**Clock wires, drivers and flops**

The bar under the picture is 100 um long.
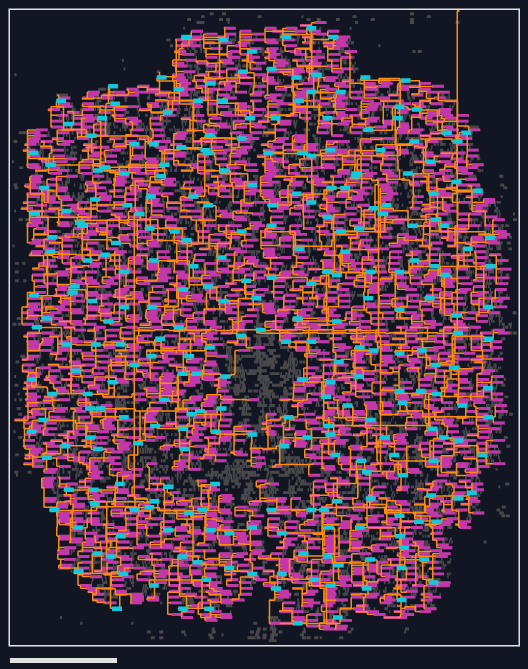
**Cell classes on the final placement**

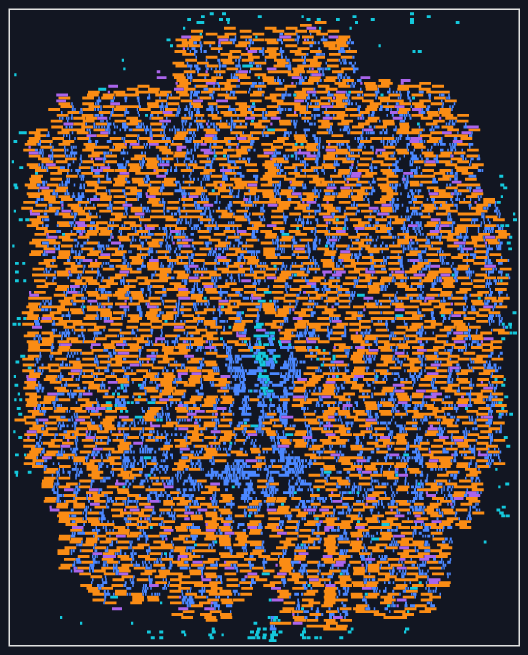
**The clock network**

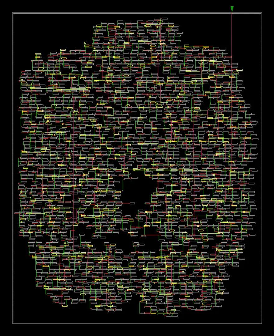
`src/rtl/delay_pkg.sv`:
```
// Shared helpers for the multi-channel programmable delay line: index widths
// and the modulo read-address calculation used by the circular buffer.
package delay_pkg;

  // Reference geometry of the DSP datapath instance.
  localparam int unsigned DELAY_N_DEFAULT         = 16;
  localparam int unsigned DELAY_C_DEFAULT         = 4;
  localparam int unsigned DELAY_MAX_DELAY_DEFAULT = 40;

  // ceil(log2(x)), but never less than 1 so a single-entry index still has a bit.
  function automatic int unsigned clog2_min1(input int unsigned x);
    int unsigned r;
    r = 0;
    for (int unsigned i = 0; i < 32; i++) begin
      if ((64'd1 << i) < 64'(x)) begin
        r = i + 1;
      end
    end
    return (r == 0) ? 1 : r;
  endfunction

  // Width of a delay field able to hold 0..max_delay inclusive.
  function automatic int unsigned delay_width(input int unsigned max_delay);
    return clog2_min1(max_delay + 1);
  endfunction

  // Delay-field width of the reference instance.
  localparam int unsigned DELAY_DW_DEFAULT = delay_width(DELAY_MAX_DELAY_DEFAULT);

  // Address d entries behind ptr in a ring of 'depth' entries. Depth need not
  // be a power of two, so the wrap is an explicit compare-and-add.
  function automatic int unsigned wrap_sub(input int unsigned ptr,
                                           input int unsigned d,
                                           input int unsigned depth);
    return (ptr >= d) ? (ptr - d) : (ptr + depth - d);
  endfunction

endpackage

```
`src/rtl/delay_ring_mem.sv`:
```
// Circular sample store: DEPTH words of C*N bits, one wide write port and one
// combinational read port per channel, each returning only its own lane.
module delay_ring_mem
  import delay_pkg::*;
#(
  parameter int unsigned N     = 16,
  parameter int unsigned C     = 4,
  parameter int unsigned DEPTH = 40,
  parameter int unsigned AW    = 6
) (
  input  logic                  clk,
  input  logic                  we,
  input  logic [AW-1:0]         waddr,
  input  logic [C*N-1:0]        wdata,
  input  logic [C-1:0][AW-1:0]  raddr,
  output logic [C-1:0][N-1:0]   rdata
);

  logic [C*N-1:0] mem_q [DEPTH];
  logic [C*N-1:0] mem_d [DEPTH];

  // Next-state of the array: only the addressed word changes on a write.
  always_comb begin
    mem_d = mem_q;
    if (we) begin
      mem_d[waddr] = wdata;
    end
  end

  // Storage carries no reset; stale history is masked by the fill counter.
  always_ff @(posedge clk) begin
    mem_q <= mem_d;
  end

  // Per-channel read ports see the pre-write contents of the cycle.
  always_comb begin
    rdata = '0;
    for (int unsigned c = 0; c < C; c++) begin
      rdata[c] = mem_q[raddr[c]][c*N +: N];
    end
  end

endmodule

```
`src/rtl/delay_line_mc.sv`:
```
// Multi-channel sample-strobed programmable delay line. Each channel delays its
// signed stream by 0..MAX_DELAY valid samples using a shared circular buffer;
// unwritten history reads back as zero until enough samples have arrived.
module delay_line_mc
  import delay_pkg::*;
#(
  parameter  int unsigned N             = 16,
  parameter  int unsigned C             = 4,
  parameter  int unsigned MAX_DELAY     = 40,
  parameter  int unsigned DEFAULT_DELAY = 0,
  localparam int unsigned DW            = delay_width(MAX_DELAY),
  localparam int unsigned CW            = clog2_min1(C)
) (
  input  logic            clk,
  input  logic            rst_n,
  input  logic            in_valid,
  input  logic [C*N-1:0]  in_data,
  input  logic            flush,
  input  logic            cfg_we,
  input  logic [CW-1:0]   cfg_ch,
  input  logic [DW-1:0]   cfg_delay,
  output logic            cfg_err,
  output logic            out_valid,
  output logic [C*N-1:0]  out_data,
  output logic [DW-1:0]   fill_cnt
);

  localparam int unsigned W = C * N;
  localparam logic [DW-1:0] MAX_Q     = DW'(MAX_DELAY);
  localparam logic [DW-1:0] LAST_PTR  = DW'(MAX_DELAY - 1);
  localparam logic [DW-1:0] DEFAULT_Q =
    DW'((DEFAULT_DELAY > MAX_DELAY) ? MAX_DELAY : DEFAULT_DELAY);

  logic [DW-1:0]        wptr_q, wptr_d;
  logic [DW-1:0]        fill_q, fill_d;
  logic [C-1:0][DW-1:0] delay_q, delay_d;
  logic                 out_valid_q, out_valid_d;
  logic [W-1:0]         out_data_q, out_data_d;
  logic                 cfg_err_q, cfg_err_d;

  logic                 accept;
  logic                 cfg_ch_ok;
  logic                 cfg_clamp;
  logic [DW-1:0]        cfg_delay_sat;
  logic [C-1:0][DW-1:0] rd_addr;
  logic [C-1:0][N-1:0]  rd_data;

  // A flush discards any sample presented in the same cycle.
  assign accept = in_valid & ~flush;

  delay_ring_mem #(
    .N     (N),
    .C     (C),
    .DEPTH (MAX_DELAY),
    .AW    (DW)
  ) u_mem (
    .clk   (clk),
    .we    (accept),
    .waddr (wptr_q),
    .wdata (in_data),
    .raddr (rd_addr),
    .rdata (rd_data)
  );

  // Read address per channel: d samples behind the write pointer, modulo depth.
  always_comb begin
    rd_addr = '0;
    for (int unsigned c = 0; c < C; c++) begin
      rd_addr[c] = DW'(wrap_sub(32'(wptr_q), 32'(delay_q[c]), MAX_DELAY));
    end
  end

  // Output selection: pass-through, stored history, or zero while priming.
  always_comb begin
    out_valid_d = accept;
    out_data_d  = out_data_q;
    if (accept) begin
      for (int unsigned c = 0; c < C; c++) begin
        if (delay_q[c] == '0) begin
          out_data_d[c*N +: N] = in_data[c*N +: N];
        end else if (fill_q >= delay_q[c]) begin
          out_data_d[c*N +: N] = rd_data[c];
        end else begin
          out_data_d[c*N +: N] = '0;
        end
      end
    end
  end

  // Write pointer wraps at MAX_DELAY-1; fill count saturates at MAX_DELAY.
  always_comb begin
    wptr_d = wptr_q;
    fill_d = fill_q;
    if (flush) begin
      wptr_d = '0;
      fill_d = '0;
    end else if (in_valid) begin
      wptr_d = (wptr_q == LAST_PTR) ? '0 : wptr_q + DW'(1);
      fill_d = (fill_q == MAX_Q) ? fill_q : fill_q + DW'(1);
    end
  end

  // Delay programming: clamp oversize values, drop writes to absent channels.
  always_comb begin
    cfg_ch_ok     = 32'(cfg_ch) < C;
    cfg_clamp     = 32'(cfg_delay) > MAX_DELAY;
    cfg_delay_sat = cfg_clamp ? MAX_Q : cfg_delay;
    delay_d       = delay_q;
    cfg_err_d     = 1'b0;
    if (cfg_we) begin
      if (!cfg_ch_ok) begin
        cfg_err_d = 1'b1;
      end else begin
        cfg_err_d = cfg_clamp;
        for (int unsigned c = 0; c < C; c++) begin
          if (32'(cfg_ch) == c) begin
            delay_d[c] = cfg_delay_sat;
          end
        end
      end
    end
  end

  // State registers with asynchronous active-low reset.
  always_ff @(posedge clk or negedge rst_n) begin
    if (!rst_n) begin
      wptr_q      <= '0;
      fill_q      <= '0;
      out_valid_q <= 1'b0;
      out_data_q  <= '0;
      cfg_err_q   <= 1'b0;
      for (int unsigned c = 0; c < C; c++) begin
        delay_q[c] <= DEFAULT_Q;
      end
    end else begin
      wptr_q      <= wptr_d;
      fill_q      <= fill_d;
      out_valid_q <= out_valid_d;
      out_data_q  <= out_data_d;
      cfg_err_q   <= cfg_err_d;
      delay_q     <= delay_d;
    end
  end

  assign out_valid = out_valid_q;
  assign out_data  = out_data_q;
  assign cfg_err   = cfg_err_q;
  assign fill_cnt  = fill_q;

endmodule

```
`config.mk`:
```
export PLATFORM = sky130hd
export DESIGN_NAME = delay_line_mc
export DESIGN_NICKNAME = d
export VERILOG_FILES = /design/src/rtl/delay_pkg.sv /design/src/rtl/delay_ring_mem.sv /design/src/rtl/delay_line_mc.sv
export SDC_FILE = /design/constraint.sdc
export NUM_CORES = 2
export LEC_CHECK = 0
export ABC_AREA = 1
export CAP_MARGIN = 20
export CORE_ASPECT_RATIO = 1.25
export CORE_UTILIZATION = 40
export DETAILED_ROUTE_END_ITERATION = 10
export MAX_ROUTING_LAYER = met4
export PLACE_DENSITY = 0.54
export REMOVE_ABC_BUFFERS = 1
export SETUP_SLACK_MARGIN = 0.15
export SYNTH_ARGS = -nofsm -noshare
export SYNTH_HDL_FRONTEND = slang
export SYNTH_SLANG_ARGS = --single-unit
```
`constraint.sdc`:
```
create_clock -name clk -period 7.3 [get_ports clk]
set_clock_uncertainty 0.2 [all_clocks]
set_input_delay 2.19 -clock clk [delete_from_list [all_inputs] [get_ports clk]]
set_output_delay 2.19 -clock clk [all_outputs]
set_load 0.01 [all_outputs]
```
==> flow_summary.rst <==
Metrics
=======

.. list-table::
   :header-rows: 1

   * - Metric
     - Value
   * - Global-route wire length before repair
     - about 490000 um
   * - Library cells used by synthesis
     - 46
   * - Final wirelength
     - 336300 um
   * - CP Data Required Time
     - 7570 ps
   * - Highest net fanout along the worst path
     - approximately 48
   * - Capture point of the worst reg-to-reg path
     - out_data[18]$_DFFE_PN0P_
   * - Commonest cells after routing, fill and taps aside
     - sky130_fd_sc_hd__nand2_1 (3850), sky130_fd_sc_hd__edfxtp_1 (2560), sky130_fd_sc_hd__nand3_1 (1443)
   * - Finish-stage setup viols
     - 0
   * - Number of buffers between clock root and the deepest sink
     - 4
   * - Number of OpenROAD warnings
     - 64
   * - Area of the core
     - around 280000 sq um
   * - Pwr per Cell Area
     - 326.5 nW/um^2
   * - Delay of the slowest critical-path stage
     - 820 ps
   * - Cell area after layout
     - 126900 sq um
   * - Buffers added on ports
     - 148
   * - Dominant register cell
     - sky130_fd_sc_hd__edfxtp_1
   * - Post-detailed-placement cell area
     - approximately 120000 sq um
   * - Ordered cell list for the critical path
     - clkdlybuf4s50_1 -> inv_1 -> nor2_4 -> buf_4 -> nand3_1 -> nor2_4 -> buf_4
   * - Count of vias placed by the detailed router
     - 76.10k
   * - Cell accounting for the most synthesized area
     - sky130_fd_sc_hd__edfxtp_1
   * - Type of the setup path with the least slack
     - in -> reg
   * - Syn_area_per_cell
     - between 10 and 15 sq um
   * - Clock tree from TritonCTS
     - done
   * - Critical Path Slowest Stage Cell
     - sky130_fd_sc_hd__clkdlybuf4s50_1
   * - Number of synthesized register bits
     - 2662
   * - Number of pins with negative max-slew slack in the final report
     - 0
   * - Warnings, synthesis
     - 0
   * - Setup tns final
     - 0 ps
   * - Kind of start point of the critical path
     - input pin
   * - WP data arrival
     - 5780 ps
   * - Nature of the critical path endpoint
     - flip-flop
   * - Number of maximum-capacitance violations
     - 0
   * - Area growth from synthesis to final layout
     - 12.73%
   * - Minimum hold slack
     - 327.6 ps
   * - Maximum vdd ir drop
     - 0.0003067 V
   * - Top cell family by delay on the critical path
     - buffers and inverters
   * - Relative slew slack
     - about a fifth
   * - Number of setup buffers added after CTS
     - 0
   * - Gr usage total
     - 23.97%
   * - Share of async-settable or async-resettable flops after synthesis
     - 3.832%
   * - Commonest cells post-synth
     - sky130_fd_sc_hd__nand2_1 (3850), sky130_fd_sc_hd__edfxtp_1 (2560), sky130_fd_sc_hd__nand3_1 (1443)
   * - Start of the worst register-to-register path
     - wptr_q[3]$_DFFE_PN0P_
   * - Critical path depth in cells
     - 7
   * - Total die size
     - 283600 sq um
   * - Detail-routed via count per cell
     - 5.336
   * - Starting Density
     - 40.25%
   * - Clock root buffer master
     - sky130_fd_sc_hd__clkbuf_16
   * - Outcome
     - complete, no violations
   * - Worst setup slack after layout
     - between 1500 and 2000 ps
   * - Leakage power of the design
     - between 40 and 50 nW
   * - Fraction of the yosys area taken by sequential cells
     - 70.55%
   * - Netlist area before placement
     - 112600 sq um
   * - Most frequent standard cell in the layout excluding fill and tap cells
     - sky130_fd_sc_hd__nand2_1
   * - Synthesized chip area reported by yosys
     - around 110000 sq um
   * - Number of core rows
     - roughly 220
   * - Worst-path clk slew
     - 60 ps
   * - Vias in the first global route
     - approximately 74k
   * - Critical Path Sink
     - u_mem.mem_q[525]$_DFFE_PP_
   * - Most instantiated library cell after synthesis
     - sky130_fd_sc_hd__nand2_1
-- 'clock wires, drivers and flops' (at the start) --
legend:
  orange:
    item: clock wires
    length: 32.4 mm
  magenta:
    item: flip-flops
    count: 2662
  cyan:
    item: clock drivers
    count: 280
flops lie: widely spread

-- 'cell classes on the final placement' (at the start) --
legend:
  orange:
    class: flops
    cells: 2662
  purple:
    class: clock drivers and dummy loads
    cells: 484
  cyan:
    class: other buffers and delay cells
    cells: 318
  blue:
    class: combinational and other logic
    cells: 7069

-- 'the clock network' (at the start) --
number of buffers added by the clock tree synthesis step: 280
count of clock buffers in the final design: 356
power attributed to the clock group: 13.9 mW
Latency at later pin: 880 ps

final cells by class:
| cell class | instances | area, sq um | area share, % |
|---|---|---|---|
| sequential | 2662 | 79430 | 62.59 |
| timing repair buffer | 318 | 2899 | 2.284 |
| inverter | 705 | 2716 | 2.141 |
| tap | 3723 | 4658 | 3.671 |
| clock buffer | 356 | 7468 | 5.885 |
| antenna | 6 | 15.01 | 0.01183 |
| clock inverter | 128 | 1222 | 0.9633 |
| multi-input combinational | 6364 | 28500 | 22.46 |
cells by family after synthesis:
group	share of synthesized area (%)
and+or+nand+nor	20.53
DFF	70.55
buffers and inverters	4.527
AOI/OAI and AO/OA	3.429
adders and majority gates	0.7380
muxes	0.1334
xor gates and xnor gates	0.09003
through the flow:
stage          power (mW)  util, %  cells
2_1_floorplan       24.05        -   9731
3_3_place_gp        27.86    42.25  13770
4_1_cts             41.72    45.36  14250
5_1_grt             43.26    45.38  14260
6_report            41.44    45.38  14260
3_5_place_dp        27.90    42.25  13770
layer usage:
layer,track usage (%),wire (um),vias up
met2,39.74,166200,2654
met5,-,0,-
met1,30.85,139500,37840
met3,2.779,20580,472
li1,-,-,35140
met4,7.356,10030,0
how the worst min path moves through the flow:
stage / to / slack (ps) / depth (start not counted)
floorplan: delay_q[14]$_DFFE_PN0P_ / 270 / 2
detailed placement: delay_q[14]$_DFFE_PN0P_ / 310 / 2
finish: delay_q[21]$_DFFE_PN0P_ / 330 / 2
CTS: delay_q[14]$_DFFE_PN0P_ / 330 / 2
global placement: delay_q[20]$_DFFE_PN0P_ / 300 / 2
global route: delay_q[21]$_DFFE_PN0P_ / 380 / 2
power by group:
part           switching [mW]  internal [mW]  total (mW)
Clock                    5.96           7.91        13.9
Combinational            7.65           2.86        10.5
Sequential              0.191           16.9        17.1
Total                    13.8           27.6        41.4
Power figures rest on the tool's default switching activity, not on a simulated workload.
